### Wire density map, run 1

The bar under the picture is 20 µm long. The die is cut into 24 by 24 equal tiles; dark blue is low, red is high, scaled to the fullest tile. Values are wire area over tile area, all layers added.
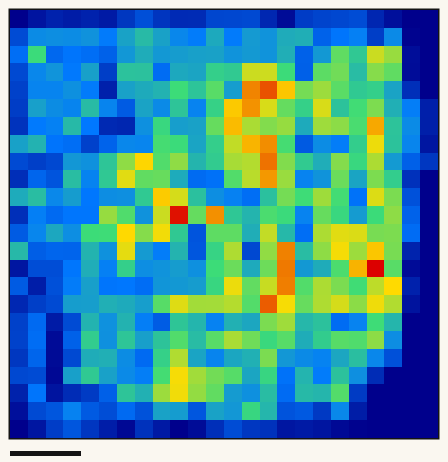
### Cell classes on the final placement, run 1

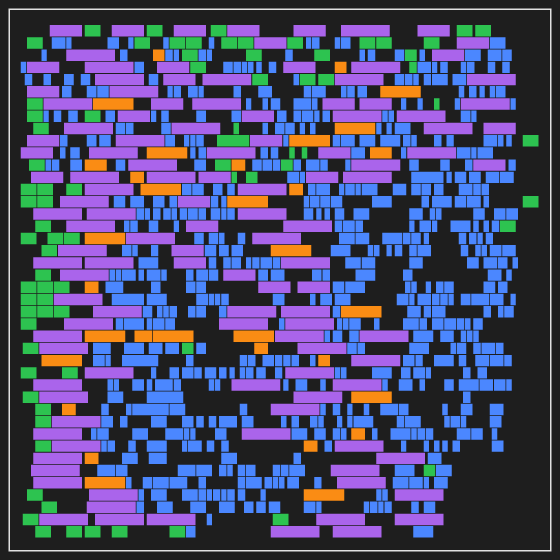
### Cell sizes after repair, run 1

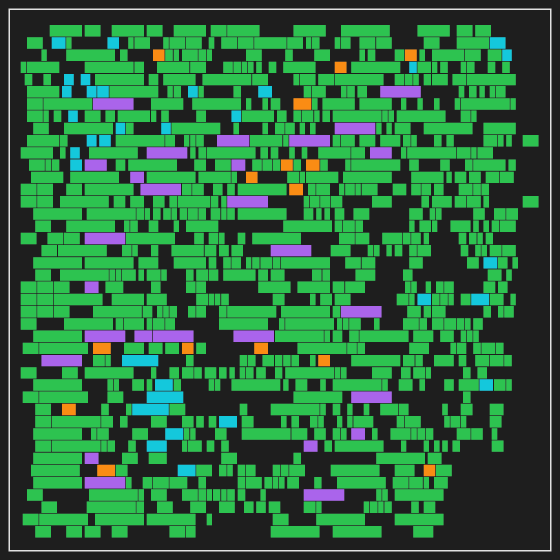
===== src/rtl/seq_rem_pkg.sv =====
// seq_rem_pkg: shared types for the sequential divider/remainder unit.
//   state_e : controller states (IDLE waits for go, LOAD aligns the
//             divisor, SUB runs one restoring-division step per cycle).
package seq_rem_pkg;

  typedef enum logic [1:0] {
    ST_IDLE = 2'd0,
    ST_LOAD = 2'd1,
    ST_SUB  = 2'd2
  } state_e;

  // Width of the priority encoder index bus, fixed by the encoder interface.
  localparam int unsigned MSB_IDX_W = 8;

endpackage


===== src/rtl/prio_enc.sv =====
// prio_enc: index of the most significant set bit of an operand.
//   Parameter WIDTH_LOG : operand width is 1 << WIDTH_LOG bits.
//   in   [WIDTH-1:0] : operand
//   msb  [7:0]       : index of highest set bit, 0 when in is zero
module prio_enc
  import seq_rem_pkg::*;
#(
  parameter int unsigned WIDTH_LOG = 4
) (
  input  logic [(1 << WIDTH_LOG)-1:0] in,
  output logic [MSB_IDX_W-1:0]        msb
);

  localparam int unsigned WIDTH = 1 << WIDTH_LOG;

  // Ascending scan: the last set bit seen is the highest one.
  always_comb begin
    msb = '0;
    for (int unsigned i = 0; i < WIDTH; i++) begin
      if (in[i]) msb = MSB_IDX_W'(i);
    end
  end

endmodule


===== src/rtl/seq_rem.sv =====
// seq_rem: multi-cycle unsigned divider producing quotient and remainder.
//   Parameter WIDTH_LOG : operand width WIDTH = 1 << WIDTH_LOG.
//   clk   : clock, rising edge
//   rst   : synchronous active-high reset
//   go    : start request, honoured only while ready
//   a, b  : dividend / divisor, captured on the accepting edge
//   ready : idle and results valid
//   error : last accepted operation had b == 0
//   quot  : floor(a / b)
//   rem   : a mod b
// The divisor is pre-aligned to the dividend's MSB so only
// msb_a - msb_b + 1 subtract steps are needed.
module seq_rem
  import seq_rem_pkg::*;
#(
  parameter int unsigned WIDTH_LOG = 4
) (
  input  logic                        clk,
  input  logic                        rst,
  input  logic                        go,
  input  logic [(1 << WIDTH_LOG)-1:0] a,
  input  logic [(1 << WIDTH_LOG)-1:0] b,
  output logic                        ready,
  output logic                        error,
  output logic [(1 << WIDTH_LOG)-1:0] quot,
  output logic [(1 << WIDTH_LOG)-1:0] rem
);

  localparam int unsigned WIDTH = 1 << WIDTH_LOG;

  state_e                 state_q, state_d;
  logic [WIDTH-1:0]       a_q, a_d;
  logic [WIDTH-1:0]       b_q, b_d;
  logic [WIDTH-1:0]       d_q, d_d;
  logic [WIDTH-1:0]       r_q, r_d;
  logic [WIDTH-1:0]       q_q, q_d;
  logic [WIDTH_LOG-1:0]   cnt_q, cnt_d;
  logic [WIDTH-1:0]       quot_q, quot_d;
  logic [WIDTH-1:0]       rem_q, rem_d;
  logic                   error_q, error_d;

  logic [MSB_IDX_W-1:0]   msb_a, msb_b;
  logic [WIDTH_LOG-1:0]   msb_a_w, msb_b_w, sh;
  logic                   ge;
  logic [WIDTH-1:0]       r_step, q_step;

  prio_enc #(.WIDTH_LOG(WIDTH_LOG)) u_enc_a (.in(a_q), .msb(msb_a));
  prio_enc #(.WIDTH_LOG(WIDTH_LOG)) u_enc_b (.in(b_q), .msb(msb_b));

  assign msb_a_w = msb_a[WIDTH_LOG-1:0];
  assign msb_b_w = msb_b[WIDTH_LOG-1:0];
  assign sh      = msb_a_w - msb_b_w;

  // One restoring-division step.
  assign ge     = (r_q >= d_q);
  assign r_step = ge ? (r_q - d_q) : r_q;
  assign q_step = {q_q[WIDTH-2:0], ge};

  always_comb begin
    state_d = state_q;
    a_d     = a_q;
    b_d     = b_q;
    d_d     = d_q;
    r_d     = r_q;
    q_d     = q_q;
    cnt_d   = cnt_q;
    quot_d  = quot_q;
    rem_d   = rem_q;
    error_d = error_q;
    case (state_q)
      ST_IDLE: begin
        if (go) begin
          a_d     = a;
          b_d     = b;
          error_d = 1'b0;
          state_d = ST_LOAD;
        end
      end
      ST_LOAD: begin
        if (b_q == '0) begin
          error_d = 1'b1;
          quot_d  = '0;
          rem_d   = '0;
          state_d = ST_IDLE;
        end else if (msb_a_w < msb_b_w) begin
          quot_d  = '0;
          rem_d   = a_q;
          state_d = ST_IDLE;
        end else begin
          d_d     = b_q << sh;
          r_d     = a_q;
          q_d     = '0;
          cnt_d   = sh;
          state_d = ST_SUB;
        end
      end
      ST_SUB: begin
        r_d = r_step;
        q_d = q_step;
        d_d = d_q >> 1;
        if (cnt_q == '0) begin
          quot_d  = q_step;
          rem_d   = r_step;
          state_d = ST_IDLE;
        end else begin
          cnt_d = cnt_q - WIDTH_LOG'(1);
        end
      end
      default: state_d = ST_IDLE;
    endcase
  end

  always_ff @(posedge clk) begin
    if (rst) begin
      state_q <= ST_IDLE;
      quot_q  <= '0;
      rem_q   <= '0;
      error_q <= 1'b0;
    end else begin
      state_q <= state_d;
      a_q     <= a_d;
      b_q     <= b_d;
      d_q     <= d_d;
      r_q     <= r_d;
      q_q     <= q_d;
      cnt_q   <= cnt_d;
      quot_q  <= quot_d;
      rem_q   <= rem_d;
      error_q <= error_d;
    end
  end

  // Latched operands are stable through SUB, so the initial shift is still
  // visible there and bounds the counter; a wrap would exceed it.
  always_ff @(posedge clk) begin
    if (!rst) begin
      assert (((msb_a >> WIDTH_LOG) == '0) && ((msb_b >> WIDTH_LOG) == '0));
      if (state_q == ST_SUB) assert (cnt_q <= sh);
      if (state_q == ST_IDLE && !error_q && b_q != '0) assert (rem_q < b_q);
    end
  end

  assign ready = (state_q == ST_IDLE);
  assign error = error_q;
  assign quot  = quot_q;
  assign rem   = rem_q;

endmodule


===== config.mk =====
export PLATFORM = sky130hd
export DESIGN_NAME = seq_rem
export DESIGN_NICKNAME = d
export VERILOG_FILES = /design/src/rtl/seq_rem_pkg.sv /design/src/rtl/prio_enc.sv /design/src/rtl/seq_rem.sv
export SDC_FILE = /design/constraint.sdc
export NUM_CORES = 1
export LEC_CHECK = 0
export ABC_CLOCK_PERIOD_IN_PS = 4800
export CAP_MARGIN = 15
export CORE_MARGIN = 2
export CORE_UTILIZATION = 52
export CTS_CLUSTER_DIAMETER = 150
export CTS_CLUSTER_SIZE = 20
export DETAILED_ROUTE_END_ITERATION = 7
export PLACE_DENSITY_LB_ADDON = 0.2
export RECOVER_POWER = 100
export SKIP_LAST_GASP = 1
export SLEW_MARGIN = 20
export SYNTH_ARGS = -nofsm -noshare
export SYNTH_HDL_FRONTEND = slang
export SYNTH_SLANG_ARGS = --single-unit

===== constraint.sdc =====
create_clock -name clk -period 4.8 [get_ports clk]
set_input_delay 0.96 -clock clk [delete_from_list [all_inputs] [get_ports clk]]
set_output_delay 0.96 -clock clk [all_outputs]
set_load 0.02 [all_outputs]

==> impl_metrics.tcl, run 1 <==
# metrics dict for downstream scripts
set metrics [dict create \
    status "complete, but fails checks" \
    failed_checks "capacitance limit, slew limit" \
    grt_overflow 0 \
    fin_crit_ns 4.169 \
    hold_class "reg2reg" \
    rrSetupSlack_ns 0.63 \
    max_slew_margin_pct -45.28 \
    ys_ff 118 \
    cap_viol_max_count 3 \
    ys_sh_xor_pct 1.122 \
    yosys.area.top_type "edfxtp_1" \
    grt_max_degree 39 \
    drv_slew 85 \
    vias_per_cell 6.128 \
    yosysMostFrequentCell "edfxtp_1" \
    hold_viol 0 \
    ys_sh_simple_pct 19.58 \
    globalplace.congestion 0.9092 \
    portBuffers 68 \
    cp-end-kind "flip-flop" \
    period_used_pct 86.85 \
    diodes 0 \
    comb_area_mm2 0.003426 \
    yosysTopAreaCellShare_pct 35.49 \
    netlist_area_mm2 0.007023 \
    powerDensity_mw_per_mm2 348.1 \
    dr.first_iter.drc_count 593 \
    cts_resized 0 \
    required_ns 5.10 \
    dp_hpwl_um 13920 \
    cp_max_fo 15 \
    bufAreaShareNonClock_pct 9.073 \
]
Back to the opening pictures, 'Wire density map':
- mean over tiles: 0.21
- tiles over half the peak: 26%
- densest ninth of the die: middle
- fullest tile: 0.61
- nearly empty tiles: 7.5%
total number of vias: 5987
total track usage: 27.24%
wire per inst: 19.51 µm

Back to the opening pictures, 'Cell classes on the final placement':
- all other logic: blue (cells 572)
- other buffers and delay cells: green (cells 79)
- clock drivers and dummy loads: orange (cells 32)
- flip-flops: purple (cells 118)

Back to the opening pictures, 'Cell sizes after repair':
- drive 2: cyan (cells 32; share 4.0%; most used nand2_2)
- drive 6 and up: purple (cells 27; share 3.4%; most used clkbuf_16)
- drive 1 or less: green (cells 727; share 91%; most used edfxtp_1)
- drive 3 to 4: orange (cells 15; share 1.9%; most used buf_4)
Buffers, non-clock: 79
Syn-to-layout area delta: 18.01%
final instance area: 0.008288 mm²
PnR worst setup slack: 0.6311 ns

==> run 1: per-layer routing <==
metal / share of wire [%] / wire length (µm) / vias up
met3: 6.5 / 1232 / 44
met1: 45 / 8655 / 2869
met5: 0 / 0 / -
li1: - / - / 2845
met4: 3.0 / 578 / 0
met2: 45 / 8592 / 229
==> run 1: per-stage QoR <==
| stage | instances | hold WS, ns | worst slack [ns] | util (%) |
|---|---|---|---|---|
| 6_report | 977 | 0.4454 | 0.6311 | 62.83 |
| 3_3_place_gp | 945 | 0.4394 | 0.9186 | 59.24 |
| 2_1_floorplan | 732 | 0.5018 | 0.8159 | - |
| 5_1_grt | 977 | 0.4722 | 0.3049 | 62.83 |
| 3_5_place_dp | 945 | 0.4454 | 0.7781 | 59.24 |
| 4_1_cts | 977 | 0.4516 | 0.7694 | 63.53 |
==> run 1: worst max path at each step <==
stage | startpoint | end | slack [ns] | depth (start not counted)
3_3_place_gp | b_q[1]$_DFFE_PP_ | d_q[7]$_DFFE_PP_ | 0.92 | 12
6_report | r_q[11]$_DFFE_PP_ | rem[12]$_SDFFE_PP0P_ | 0.63 | 7
5_1_grt | r_q[11]$_DFFE_PP_ | rem[12]$_SDFFE_PP0P_ | 0.30 | 7
3_5_place_dp | b_q[1]$_DFFE_PP_ | d_q[7]$_DFFE_PP_ | 0.78 | 12
4_1_cts | b_q[1]$_DFFE_PP_ | d_q[7]$_DFFE_PP_ | 0.77 | 12
2_1_floorplan | b_q[1]$_DFFE_PP_ | d_q[0]$_DFFE_PP_ | 0.82 | 11
==> run 1: worst max-delay path, cell delays in order (launching register included) <==
cell and delay (ns):
edfxtp_1 0.48, ha_1 0.48, nand2_1 0.16, nor2_1 0.32, o2111ai_1 0.27, a41oi_1 1.38
nand3_1 0.46, o311ai_0 0.49
==> run 1: report_power, final <==
part           internal (mW)  switching, mW  leakage [nW]
Sequential              1.15         0.0361          1.05
Combinational          0.193          0.309          1.80
Clock                  0.701          0.495         0.270
Total                   2.04          0.840          3.12
==> run 1: cells in the final DEF, fill, tap and decap left out, types with 6 or more instances in the layout <==
master,netlist,final
edfxtp_1,83,83
nand2_1,74,74
dlygate4sd3_1,0,67
a21oi_1,56,64
nor2_1,63,62
o21ai_0,40,40
dfxtp_1,35,35
inv_1,34,34
mux2i_1,24,24
nand3_1,21,21
ha_1,21,21
clkbuf_16,0,17
nor3_1,15,15
nand4_1,14,14
o21a_1,11,11
nand2b_1,10,10
a31oi_1,10,10
and2_0,1,10
nand2_2,10,10
o31ai_1,9,9
a211oi_1,8,8
o22ai_1,8,8
a21boi_0,8,8
nor2b_1,6,6
xor2_1,6,6
inv_6,0,6
==> run 1: logic make-up (layout without fill, tap and decap cells) <==
group	count (synthesis)	in the layout
DFF	118	118
buffers and inverters	77	146
AOI/OAI and AO/OA	205	205
xor gates and xnor gates	9	9
adders and majority gates	23	23
and+or+nand+nor	267	267
muxes	33	33
==> run 1: registers in the layout, indices dropped and copies added (netlist names), 4 cells and up <==
signal / cells
q_q: 15
cnt_q: 4
rem: 16
r_q: 16
quot: 16
b_q: 16
d_q: 16
a_q: 16
### Placement density heat map, run 1

The bar under the picture is 20 µm long. The die is cut into 12 by 12 equal tiles; dark blue is low, red is high, 0 to 100% covered.
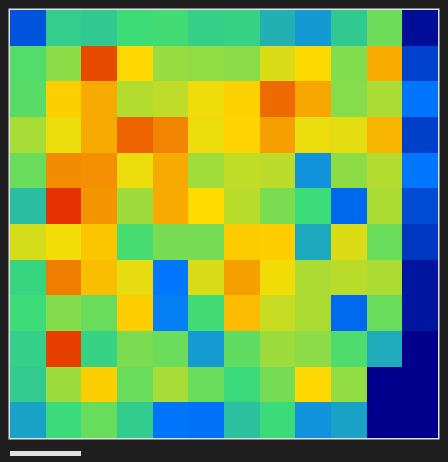

--- run 2 (diff from run 1) ---
--- a/config.mk
+++ b/config.mk
@@ -12,6 +12,7 @@
 export CTS_CLUSTER_DIAMETER = 150
 export CTS_CLUSTER_SIZE = 20
 export DETAILED_ROUTE_END_ITERATION = 7
+export MAX_ROUTING_LAYER = met4
 export PLACE_DENSITY_LB_ADDON = 0.2
 export RECOVER_POWER = 100
 export SKIP_LAST_GASP = 1
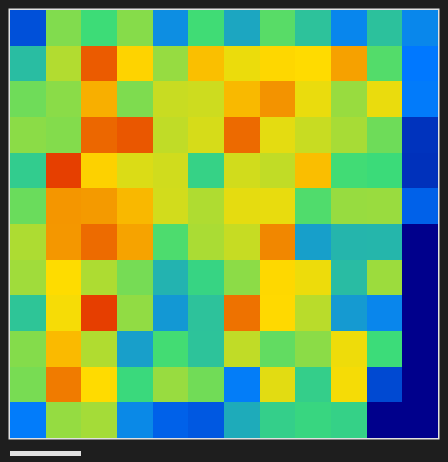
*Placement density heat map, run 2*
The bar under the picture is 20 µm long. The die is cut into 12 by 12 equal tiles; dark blue is low, red is high, 0 to 100% covered.
- emptiest ninth of the die: bottom right
- mean over tiles: 56%
- fullest tile: 93%
- tiles over 75% full: 20%
Core ar.: 0.01319 mm²
FP Util: 53.24%
fin util: 62.78%

==> run 2 against run 1 <==
The flow still finishes with violations (capacitance limit, slew limit). Synthesized cell count stayed put. Combinational power about the same. Critical path depth did not move. Area after synthesis stayed put. Critical path type unchanged. Highest routed layer unchanged.
==> impl_metrics.tcl, run 2 <==
# metrics dict for downstream scripts
set metrics [dict create \
    crit_path_cell_trace "ha_1, nand2_1, nor2_1, o2111ai_1, a41oi_1, nand3_1, o311ai_0" \
    cap_viol_max_count 3 \
    failed_checks "capacitance limit, slew limit" \
    vias 5998 \
    power_frac_comb_pct 17.5 \
    yosysTopAreaCellShare_pct 35.49 \
    vias_per_cell 6.145 \
    lay_top_cells "edfxtp_1 (83), nand2_1 (77), dlygate4sd3_1 (67), a21oi_1 (63), nor2_1 (62)" \
    netlist_area_mm2 0.007023 \
    p_clk_share_pct 41.3 \
    status "complete, but fails checks" \
    drv_slew 101 \
    grt_max_degree 53 \
    grt_use_total_pct 28.17 \
    p_switching_mw 0.8512 \
    slowest_stage "a41oi_1" \
    diodes 0 \
    pwr-share-seq_pct 41.1 \
    grt_overflow 0 \
    max_slew_margin_pct -44.05 \
    final_common_cell "edfxtp_1" \
    syn_to_final_growth_pct 17.90 \
    max_stage_delay_ns 1.35 \
    ys_ff 118 \
    rrSetupSlack_ns 0.64 \
    globalplace.congestion 0.9894 \
    cp-end-kind "flip-flop" \
    yosys.area.top_type "edfxtp_1" \
    wl_per_cell_um 19.79 \
]
[run 2: cell type report]
class                      instances  area, µm²  area share (%)
clock buffer                      18      439.2           5.304
clock inverter                    14      116.4           1.405
inverter                          35      131.4           1.587
multi-input combinational        537       3416           41.25
sequential                       118       3193           38.56
tap                              176      220.2           2.659
timing repair buffer              78      764.5           9.232
[run 2: cell families (layout without fill, tap and decap cells)]
logic type	Yosys count	in the layout	synth area share, %
simple gates	267	267	19.58
compound gates	205	205	19.15
flops	118	118	45.47
buf+inv	77	145	5.024
mux	33	33	5.345
fa+ha+maj	23	23	4.311
xor+xnor	9	9	1.122
[run 2: stage by stage]
step	instance area [µm²]	setup WS [ns]	power, mW	std cells	util [%]
after global routing	8280	0.2921	2.996	976	62.78
after detailed placement	7819	0.7718	1.716	944	59.28
after floorplan	7027	0.8159	1.557	732	-
after global placement	7819	0.8869	1.709	944	59.28
after CTS	8374	0.7516	2.899	976	63.49
final	8280	0.6364	2.883	976	62.78
[run 2: power groups by stage]
stage / registers (mW) / logic [mW] / clock network (mW)
final: 1.19 / 0.506 / 1.19
after global routing: 1.19 / 0.556 / 1.25
after global placement: 1.20 / 0.505 / 0
after floorplan: 1.20 / 0.354 / 0
after detailed placement: 1.21 / 0.510 / 0
after CTS: 1.19 / 0.514 / 1.20
[run 2: how the worst min path moves through the flow]
stage,start,endpoint,slack (ns),depth (start not counted)
finish,quot[4]$_SDFFE_PP0P_,quot[4]$_SDFFE_PP0P_,0.45,2
global route,quot[14]$_SDFFE_PP0P_,quot[14]$_SDFFE_PP0P_,0.47,2
CTS,quot[4]$_SDFFE_PP0P_,quot[4]$_SDFFE_PP0P_,0.46,2
detailed placement,quot[0]$_SDFFE_PP0P_,quot[0]$_SDFFE_PP0P_,0.45,2
global placement,quot[0]$_SDFFE_PP0P_,quot[0]$_SDFFE_PP0P_,0.44,2
floorplan,a_q[0]$_DFFE_PP_,r_q[0]$_DFFE_PP_,0.50,2
[run 2: worst max-delay path, delay by kind of cell (launching register included)]
| family | cells | cell delay, ns |
|---|---|---|
| AOI/OAI and AO/OA | 3 | 2.11 |
| and+or+nand+nor | 3 | 1.00 |
| adders and majority gates | 1 | 0.49 |
| DFF | 1 | 0.43 |
[run 2: per-layer routing]
metal / global-route usage (%) / wire length, µm / up-vias
li1: - / - / 2840
met1: 38.58 / 8406 / 2839
met2: 42.01 / 8958 / 278
met3: 6.132 / 1448 / 41
met4: 9.302 / 500 / 0
met5: - / 0 / -
--- run 3 (diff from run 2) ---
==> constraint.sdc (replaced) <==
create_clock -name clk -period 4.8 [get_ports clk]
set_input_delay 0.96 -clock clk [delete_from_list [all_inputs] [get_ports clk]]
set_output_delay 0.96 -clock clk [all_outputs]
set_load 0.01 [all_outputs]
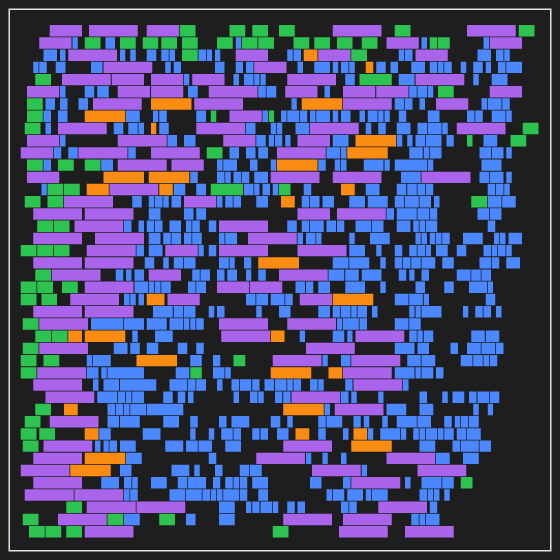
*Cell classes on the final placement, run 3*
- clock drivers and dummy loads: orange (cells 32)
- all other logic: blue (cells 572)
- flip-flops: purple (cells 118)
- other buffers and delay cells: green (cells 78)

==> run 3 against run 2 <==
The flow still finishes with violations (capacitance limit, slew limit). Sequential power hardly changed. Register-to-register slack hardly changed. Combinational power decreased by 1%. Via count stayed put. Total power fell by 0.22%. Worst setup slack unchanged.
==> impl_metrics.tcl, run 3 <==
# metrics dict for downstream scripts
set metrics [dict create \
    wl_per_cell_um 19.79 \
    cap_viol_max_count 3 \
    syn_to_final_growth_pct 17.90 \
    yosys.area.top_type "edfxtp_1" \
    p_clk_share_pct 41.4 \
    postCtsSetupRepairBufs 0 \
    cts_hold_buffers 0 \
    max_slew_margin_pct -44.05 \
    clock_sinks 118 \
    grt_overflow 0 \
    min_from "quot[4]$_SDFFE_PP0P_" \
    vias_per_cell 6.145 \
    clock_path_buffers 2 \
    wl_um 19310 \
    fin_util_pct 62.78 \
    lay_top_cells "edfxtp_1 (83), nand2_1 (77), dlygate4sd3_1 (67), a21oi_1 (63), nor2_1 (62)" \
    p_switching_mw 0.8450 \
    vdd_ir_drop_max_mv 0.2617 \
    leakagePower_nw 3.131 \
    cp-end-kind "flip-flop" \
    final_common_cell "edfxtp_1" \
    globalplace.congestion 0.9894 \
    worstHoldEndpoint "quot[4]$_SDFFE_PP0P_" \
    cts_resized 0 \
    grt_use_total_pct 28.17 \
    rrSetupSlack_ns 0.64 \
    vias 5998 \
    min_path_cells 2 \
    netlist_area_mm2 0.007023 \
    grt_max_degree 53 \
    fp_util_pct 53.24 \
    ys_types 78 \
    diodes 0 \
    pwr-share-seq_pct 41.2 \
    yosysTopAreaCellShare_pct 35.49 \
    drv_slew 101 \
    power_frac_comb_pct 17.4 \
    core_mm2 0.01319 \
    failed_checks "capacitance limit, slew limit" \
    status "complete, but fails checks" \
]
## run 3: cell counts in the layout (fill, tap and decap cells not counted)
No cell type changed its count.
## run 3: worst max path at each step
stage | start | end | slack [ns] | depth (start not counted)
after floorplan | b_q[1]$_DFFE_PP_ | d_q[0]$_DFFE_PP_ | 0.82 | 11
after global placement | b_q[1]$_DFFE_PP_ | d_q[7]$_DFFE_PP_ | 0.89 | 12
after detailed placement | b_q[1]$_DFFE_PP_ | d_q[7]$_DFFE_PP_ | 0.77 | 12
after CTS | b_q[1]$_DFFE_PP_ | d_q[7]$_DFFE_PP_ | 0.75 | 12
after global routing | state_q[1]$_SDFFE_PP0P_ | rem[9]$_SDFFE_PP0P_ | 0.29 | 5
final | r_q[10]$_DFFE_PP_ | rem[12]$_SDFFE_PP0P_ | 0.64 | 7
## run 3: area by class of cell
class / count / area (µm²)
well taps: 176 / 220.2
flip-flops and latches: 118 / 3193
clock inverters: 14 / 116.4
multi-input cells: 537 / 3416
clock buffers: 18 / 439.2
repair buffers: 78 / 764.5
inverters: 35 / 131.4
fillers: 1100 / 4910
## run 3: power groups by stage
stage | Clock (mW) | Combinational, mW | Sequential, mW
6_report | 1.19 | 0.499 | 1.19
5_1_grt | 1.25 | 0.550 | 1.19
4_1_cts | 1.20 | 0.508 | 1.19
3_5_place_dp | 0 | 0.503 | 1.21
3_3_place_gp | 0 | 0.499 | 1.20
2_1_floorplan | 0 | 0.354 | 1.20
## run 3: cells by family after synthesis
kind of cell             count (synthesis)  share of synthesized area, %
XOR/XNOR                                 9                         1.122
flip-flops                             118                         45.47
AND/OR/NAND/NOR                        267                         19.58
multiplexers                            33                         5.345
buffers and inverters                   77                         5.024
AND-OR/OR-AND                          205                         19.15
adder cells (fa/ha/maj)                 23                         4.311
## run 3: through the flow
stage	instances	setup WS, ns	power, mW	hold slack [ns]	area [µm²]
after floorplan	732	0.8159	1.551	0.4761	7027
after global placement	944	0.8869	1.703	0.4389	7819
after detailed placement	944	0.7718	1.710	0.4468	7819
after CTS	976	0.7516	2.893	0.4588	8374
after global routing	976	0.2921	2.990	0.4747	8280
final	976	0.6364	2.877	0.4515	8280
## run 3: layer usage
metal	vias to the layer above	part of all wire, %	global-route usage (%)
met2	278	46	42.01
li1	2840	-	-
met1	2839	44	38.58
met4	0	2.6	9.302
met5	-	0	-
met3	41	7.5	6.132
## run 3: worst max-delay path, cell delays in order (launching register included)
cell and delay, ns:
edfxtp_1 0.43, ha_1 0.49, nand2_1 0.18, nor2_1 0.32, o2111ai_1 0.26, a41oi_1 1.35
nand3_1 0.50, o311ai_0 0.50
Power and IR drop assume default switching activity.
